**config.mk**
```make
export PLATFORM = sky130hd
export DESIGN_NAME = calc_engine
export DESIGN_NICKNAME = d
export VERILOG_FILES = /design/src/rtl/calc_engine.sv
export SDC_FILE = /design/constraint.sdc
export NUM_CORES = 2
export LEC_CHECK = 0
export CAP_MARGIN = 15
export CORE_ASPECT_RATIO = 0.6
export CORE_MARGIN = 1
export CORE_UTILIZATION = 60
export DETAILED_ROUTE_END_ITERATION = 10
export GPL_TIMING_DRIVEN = 0
export PLACE_DENSITY_LB_ADDON = 0.3
export SETUP_SLACK_MARGIN = 0.4
export SYNTH_ARGS = -nofsm -noshare
export SYNTH_HDL_FRONTEND = slang
export SYNTH_SLANG_ARGS = --single-unit
```
**constraint.sdc**
```tcl
create_clock -name clk -period 21.1 [get_ports clk]
set_input_delay 4.22 -clock clk [delete_from_list [all_inputs] [get_ports clk]]
set_output_delay 4.22 -clock clk [all_outputs]
set_load 0.01 [all_outputs]
```
**src/rtl/calc_engine.sv**
```systemverilog
// Calculator control and arithmetic stage: builds decimal operands from keypad strobes and
// evaluates + - * / strictly left to right, presenting a signed-magnitude result.
module calc_engine #(
   parameter int MAX_DIGITS = 8,
   parameter int DATA_W     = 27
) (
   input  logic              clk,
   input  logic              rst_n,
   input  logic [15:0]       key_pulse,
   output logic [DATA_W-1:0] disp_val,
   output logic              disp_neg,
   output logic              err,
   output logic              busy
);

   typedef enum logic [2:0] {ENTER_A, OP_WAIT, ENTER_B, CALC, RESULT, ERROR} state_t;
   typedef enum logic [2:0] {OP_NONE, OP_ADD, OP_SUB, OP_MUL, OP_DIV} op_t;

   localparam int PROD_W = 2 * DATA_W;
   localparam int SUM_W  = DATA_W + 2;
   localparam int DIG_W  = $clog2(MAX_DIGITS + 1);
   localparam int CNT_W  = $clog2(DATA_W + 1);

   function automatic logic [PROD_W-1:0] max_mag();
      logic [PROD_W-1:0] v;
      v = PROD_W'(1);
      for (int i = 0; i < MAX_DIGITS; i++) v = v * PROD_W'(10);
      return v - PROD_W'(1);
   endfunction

   localparam logic [PROD_W-1:0] MAX_VAL = max_mag();

   state_t            state, state_n;
   op_t               op, op_n, calc_op, calc_op_n;
   logic              to_result, to_result_n;
   logic [DATA_W-1:0] a_mag, a_mag_n, b_mag, b_mag_n;
   logic              a_neg, a_neg_n;
   logic [DIG_W-1:0]  dig_cnt, dig_cnt_n;
   logic [CNT_W-1:0]  div_cnt, div_cnt_n;
   logic [DATA_W-1:0] div_rem, div_rem_n, div_q, div_q_n;
   logic [DATA_W-1:0] disp_val_n;
   logic              disp_neg_n;

   // Key decode: only a single set bit counts as a key press.
   logic       key_ok, is_digit, is_op, is_eq, is_clr;
   logic [3:0] key_idx;
   op_t        key_op;

   always_comb begin
      key_idx = '0;
      for (int i = 0; i < 16; i++)
         if (key_pulse[i]) key_idx = 4'(i);
   end

   assign key_ok   = $onehot(key_pulse);
   assign is_digit = key_ok && (key_idx <= 4'd9);
   assign is_op    = key_ok && (key_idx >= 4'd10) && (key_idx <= 4'd13);
   assign is_eq    = key_ok && (key_idx == 4'd14);
   assign is_clr   = key_ok && (key_idx == 4'd15);

   always_comb begin
      case (key_idx)
         4'd10:   key_op = OP_ADD;
         4'd11:   key_op = OP_SUB;
         4'd12:   key_op = OP_MUL;
         default: key_op = OP_DIV;
      endcase
   end

   // Digit accumulation into whichever operand is being entered.
   logic [DATA_W-1:0] digit, entry, entry_n;
   logic [DIG_W-1:0]  entry_cnt_n;

   assign digit = DATA_W'(key_idx);
   assign entry = (state == ENTER_B) ? b_mag : a_mag;

   always_comb begin
      entry_n     = entry;
      entry_cnt_n = dig_cnt;
      if (!(entry == '0 && digit == '0) && dig_cnt < DIG_W'(MAX_DIGITS)) begin
         entry_n     = entry * DATA_W'(10) + digit;
         entry_cnt_n = dig_cnt + 1'b1;
      end
   end

   // Datapath: signed add/sub, full-width product and one restoring-division step.
   logic signed [SUM_W-1:0] a_s, b_s, sum_s;
   logic [SUM_W-1:0]        sum_mag;
   logic [PROD_W-1:0]       prod;
   logic [DATA_W:0]         rem_shift;
   logic                    rem_ge;
   logic [DATA_W-1:0]       quot, res_mag;
   logic                    res_neg, res_ovf;
   state_t                  target;

   assign a_s       = a_neg ? -$signed({2'b00, a_mag}) : $signed({2'b00, a_mag});
   assign b_s       = $signed({2'b00, b_mag});
   assign sum_s     = (calc_op == OP_SUB) ? a_s - b_s : a_s + b_s;
   assign sum_mag   = sum_s[SUM_W-1] ? $unsigned(-sum_s) : $unsigned(sum_s);
   assign prod      = {{DATA_W{1'b0}}, a_mag} * {{DATA_W{1'b0}}, b_mag};
   assign rem_shift = {div_rem, div_q[DATA_W-1]};
   assign rem_ge    = rem_shift >= {1'b0, b_mag};
   assign quot      = {div_q[DATA_W-2:0], rem_ge};
   assign target    = to_result ? RESULT : OP_WAIT;

   always_comb begin
      if (calc_op == OP_MUL) begin
         res_ovf = prod > MAX_VAL;
         res_mag = prod[DATA_W-1:0];
         res_neg = a_neg && (prod != '0);
      end else begin
         res_ovf = {{(PROD_W-SUM_W){1'b0}}, sum_mag} > MAX_VAL;
         res_mag = sum_mag[DATA_W-1:0];
         res_neg = sum_s[SUM_W-1];
      end
   end

   always_comb begin
      // NOTE: every next-value defaults to the current register so no path infers a latch.
      state_n = state;  op_n = op;  calc_op_n = calc_op;  to_result_n = to_result;
      a_mag_n = a_mag;  a_neg_n = a_neg;  b_mag_n = b_mag;  dig_cnt_n = dig_cnt;
      div_cnt_n = div_cnt;  div_rem_n = div_rem;  div_q_n = div_q;
      if (is_clr) begin
         state_n = ENTER_A;  op_n = OP_NONE;  calc_op_n = OP_NONE;  to_result_n = 1'b0;
         a_mag_n = '0;  a_neg_n = 1'b0;  b_mag_n = '0;  dig_cnt_n = '0;
         div_cnt_n = '0;  div_rem_n = '0;  div_q_n = '0;
      end else begin
         case (state)
            ENTER_A: begin
               if (is_digit) begin
                  a_mag_n = entry_n;  a_neg_n = 1'b0;  dig_cnt_n = entry_cnt_n;
               end else if (is_op) begin
                  op_n = key_op;  state_n = OP_WAIT;
               end
            end
            OP_WAIT: begin
               if (is_digit) begin
                  b_mag_n = digit;  dig_cnt_n = DIG_W'(1);  state_n = ENTER_B;
               end else if (is_op) begin
                  op_n = key_op;
               end
            end
            ENTER_B: begin
               if (is_digit) begin
                  b_mag_n = entry_n;  dig_cnt_n = entry_cnt_n;
               end else if (is_op || is_eq) begin
                  calc_op_n = op;  to_result_n = is_eq;  div_cnt_n = '0;  state_n = CALC;
                  if (is_op) op_n = key_op;
               end
            end
            CALC: begin
               if (calc_op == OP_DIV) begin
                  // Step 0 screens the divisor and loads the dividend; steps 1..DATA_W iterate.
                  if (div_cnt == '0) begin
                     if (b_mag == '0) state_n = ERROR;
                     else begin
                        div_rem_n = '0;  div_q_n = a_mag;  div_cnt_n = CNT_W'(1);
                     end
                  end else begin
                     div_rem_n = rem_ge ? DATA_W'(rem_shift - {1'b0, b_mag}) : DATA_W'(rem_shift);
                     div_q_n   = quot;
                     div_cnt_n = div_cnt + 1'b1;
                     if (div_cnt == CNT_W'(DATA_W)) begin
                        a_mag_n = quot;  a_neg_n = a_neg && (quot != '0);  state_n = target;
                     end
                  end
               end else if (res_ovf) begin
                  state_n = ERROR;
               end else begin
                  a_mag_n = res_mag;  a_neg_n = res_neg;  state_n = target;
               end
            end
            RESULT: begin
               if (is_digit) begin
                  a_mag_n = digit;  a_neg_n = 1'b0;  dig_cnt_n = DIG_W'(1);  state_n = ENTER_A;
               end else if (is_op) begin
                  op_n = key_op;  state_n = OP_WAIT;
               end
            end
            default: ;
         endcase
      end
   end

   // Display follows the state being entered; it holds its last value while busy.
   always_comb begin
      disp_val_n = disp_val;
      disp_neg_n = disp_neg;
      case (state_n)
         ENTER_B: begin disp_val_n = b_mag_n;  disp_neg_n = 1'b0; end
         CALC:    ;
         ERROR:   begin disp_val_n = '0;  disp_neg_n = 1'b0; end
         default: begin disp_val_n = a_mag_n;  disp_neg_n = a_neg_n; end
      endcase
   end

   always_ff @(posedge clk or negedge rst_n) begin
      if (!rst_n) begin
         state <= ENTER_A;  op <= OP_NONE;  calc_op <= OP_NONE;  to_result <= 1'b0;
         a_mag <= '0;  a_neg <= 1'b0;  b_mag <= '0;  dig_cnt <= '0;
         div_cnt <= '0;  div_rem <= '0;  div_q <= '0;
         disp_val <= '0;  disp_neg <= 1'b0;  err <= 1'b0;  busy <= 1'b0;
      end else begin
         // NOTE: non-blocking assignments so every register samples pre-edge values.
         state <= state_n;  op <= op_n;  calc_op <= calc_op_n;  to_result <= to_result_n;
         a_mag <= a_mag_n;  a_neg <= a_neg_n;  b_mag <= b_mag_n;  dig_cnt <= dig_cnt_n;
         div_cnt <= div_cnt_n;  div_rem <= div_rem_n;  div_q <= div_q_n;
         disp_val <= disp_val_n;  disp_neg <= disp_neg_n;
         err  <= (state_n == ERROR);
         busy <= (state_n == CALC);
      end
   end

endmodule

```
met2.png
Bar = 100 µm.
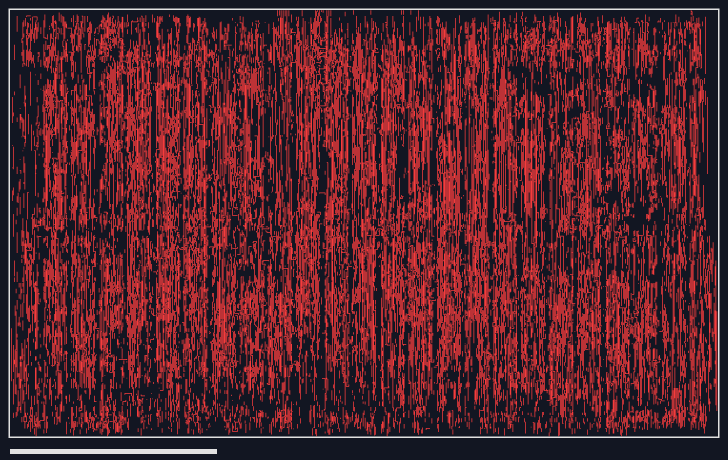
main direction: vertical
share of all routed wire: 34%
WL final: 186,000 µm
met2 Resource Use GR: 60.3%
Vias: 41,475

final_clocks.png
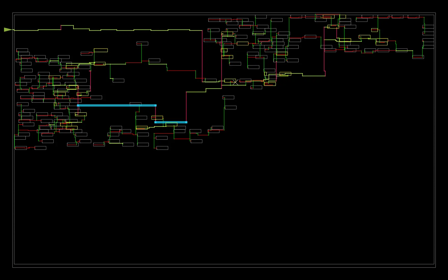
clk_buf instances: 28
clock skew: 0.0401 ns
clk latency late pin: 0.54 ns

met3.png
Bar = 100 µm.
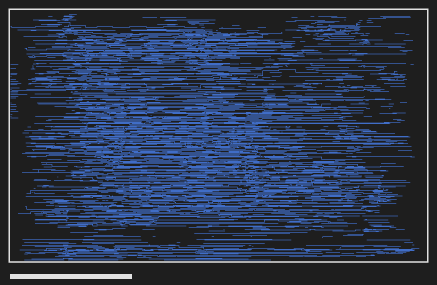
wire length on this layer: 40.2 mm
longest straight run: 208 µm
main direction: horizontal
share of all routed wire: 22%
nets with wire on the layer: 1,053
GR Util met3: 38.0%

met1.png
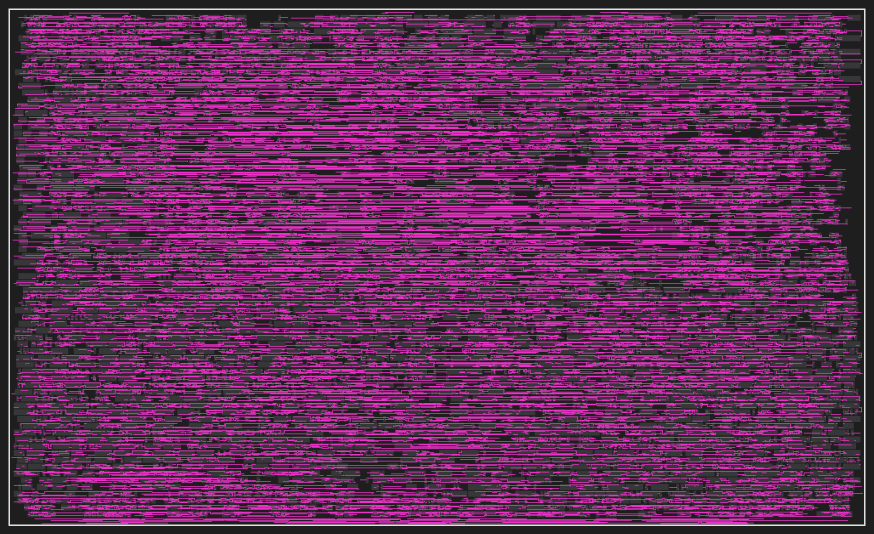
nets with wire on the layer: 5,884
share of all routed wire: 40%
main direction: horizontal
GR Util met1: 73.5%

==> results.sh <==
# implementation run metrics
export IMPL_p_per_area_nw_per_um2=116
export IMPL_synth_main_ff_cell="dfrtp_1"
export IMPL_gp_congestion=1.16
export IMPL_setup_viol=0
export IMPL_syn_area_per_cell_um2=7.98
export IMPL_grt_max_degree=109
export IMPL_max_stage_delay_ns=1.20
export IMPL_slew_violations=2
export IMPL_timing_rr_end="disp_val[9]"
export IMPL_hold_path_cell_count=2
export IMPL_synth_nets=6165
export IMPL_finalClockPeriodUsage_pct=73.0
export IMPL_synth_top_cell_area_share_pct=30.8
export IMPL_cp_data_required_time_ns=21.52
export IMPL_slowest_stage="a221oi_1"
export IMPL_ant_nets=0
export IMPL_slew_headroom_pct=-0.593
export IMPL_p_comb_share_pct=83.7
export IMPL_cts_tree="yes"
export IMPL_area_growth_pct=6.07
export IMPL_reg2reg_depth=36
export IMPL_cts_buffers=25
export IMPL_end_kind="register"
export IMPL_final_core_util_pct=64.5
export IMPL_worstHoldEndpoint="op[2]"
export IMPL_die_h_um=206
export IMPL_grt_overflow_total=0
export IMPL_p_int_mw=1.75
export IMPL_netlist_top_cell_by_area="fa_1"
export IMPL_routed_via_density=6.67
export IMPL_grt_first_pass_wirelength_um=264000
export IMPL_violations="DRC, slew limit"
export IMPL_post_cts_buffers=0
export IMPL_start_kind="register"
export IMPL_drc_errors=2
export IMPL_yosys_cells=5201
export IMPL_cts_htree_levels=4
export IMPL_status="finished with violations"
export IMPL_syn_inst=5201
export IMPL_wire_per_inst_um=29.8
-- worst max-delay path: cells and delay by family, from the launching register on --
| kind | cells | cell delay, ns |
|---|---|---|
| simple gates | 7 | 2.73 |
| fa+ha+maj | 8 | 3.96 |
| flops | 1 | 0.33 |
| compound gates | 10 | 4.38 |
| buf+inv | 11 | 3.85 |
-- how the worst max path moves through the flow --
stage | startpoint | endpoint | depth (start not counted)
finish | a_mag[21] | disp_val[9] | 36
global route | a_mag[21] | disp_val[9] | 36
CTS | a_mag[21] | disp_val[9] | 36
detailed placement | a_mag[21] | disp_val[9] | 36
global placement | b_mag[7] | disp_val[9] | 32
floorplan | key_pulse[11] | disp_val[14] | 22
-- cell usage in the layout, fill, tap and decap left out, types with 24 or more instances in the layout --
cell,instances
nand4_1,41
o31ai_1,36
nor2_1,348
xor2_1,47
o21ai_0,195
buf_1,24
nor4_1,38
inv_1,870
a31oi_1,41
a311oi_1,33
o21a_1,39
a21o_1,47
a21oi_1,211
dfrtp_1,158
fa_1,638
clkbuf_16,25
clkdlybuf4s50_1,46
ha_1,308
and3_1,31
nand2b_1,34
xnor2_1,144
and2_1,226
clkbuf_1,277
o211ai_1,29
a211oi_1,33
mux2i_1,42
or3_1,25
nand2_1,780
nand3_1,57
nor3_1,82
-- per-layer routing --
layer  GRT usage [%]  wire length [µm]
met3            38.0             40200
met4            18.1              7890
met1            73.5             74100
met5            2.29               708
met2            60.3             62700
-- power groups by stage --
stage | combinational [mW] | sequential, mW | clock [mW]
detailed placement | 3.84 | 0.439 | 0
floorplan | 2.34 | 0.401 | 0
global placement | 3.82 | 0.440 | 0
finish | 4.26 | 0.448 | 0.382
global route | 4.34 | 0.444 | 0.388
CTS | 3.87 | 0.434 | 0.376
-- stage by stage --
step                      hold slack (ns)  worst slack, ns  cells  area, µm²
after CTS                           0.477             6.92   6197      43900
after floorplan                     0.444            11.40   5201      41500
after detailed placement            0.465             7.01   6166      43200
final                               0.478             5.70   6221      44000
after global placement              0.471             6.42   6160      43100
after global routing                0.506             5.91   6207      44000
-- cell families (layout without fill, tap and decap cells) --
family	count (synthesis)	in the layout	synth area share [%]
buf+inv	1189	1279	10.8
flops	158	158	9.52
fa+ha+maj	946	946	40.0
simple gates	1753	1753	19.5
compound gates	917	917	14.9
mux	47	47	1.15
xor+xnor	191	191	4.03
other cells	0	18	0
-- state kept, by name, indices dropped and copies added (netlist names) --
signal and count:
div_q 27, div_cnt 5, disp_val 27, calc_op 3, disp_neg 1, a_neg 1
a_mag 27, div_rem 27, state 3, b_mag 27, op 3, busy 1
to_result 1, dig_cnt 4, err 1
-- final cells by class --
type	instances	area, µm²
multi-input cells	3854	33100
fillers	5948	24200
flip-flops and latches	158	3950
inverters	873	3280
plain buffers	316	1230
well taps	912	1140
clock buffers	28	667
repair buffers	59	619
diodes	18	45.0
clock inverters	3	40.0
No activity file was given, so power comes from the tool's default toggle rates.
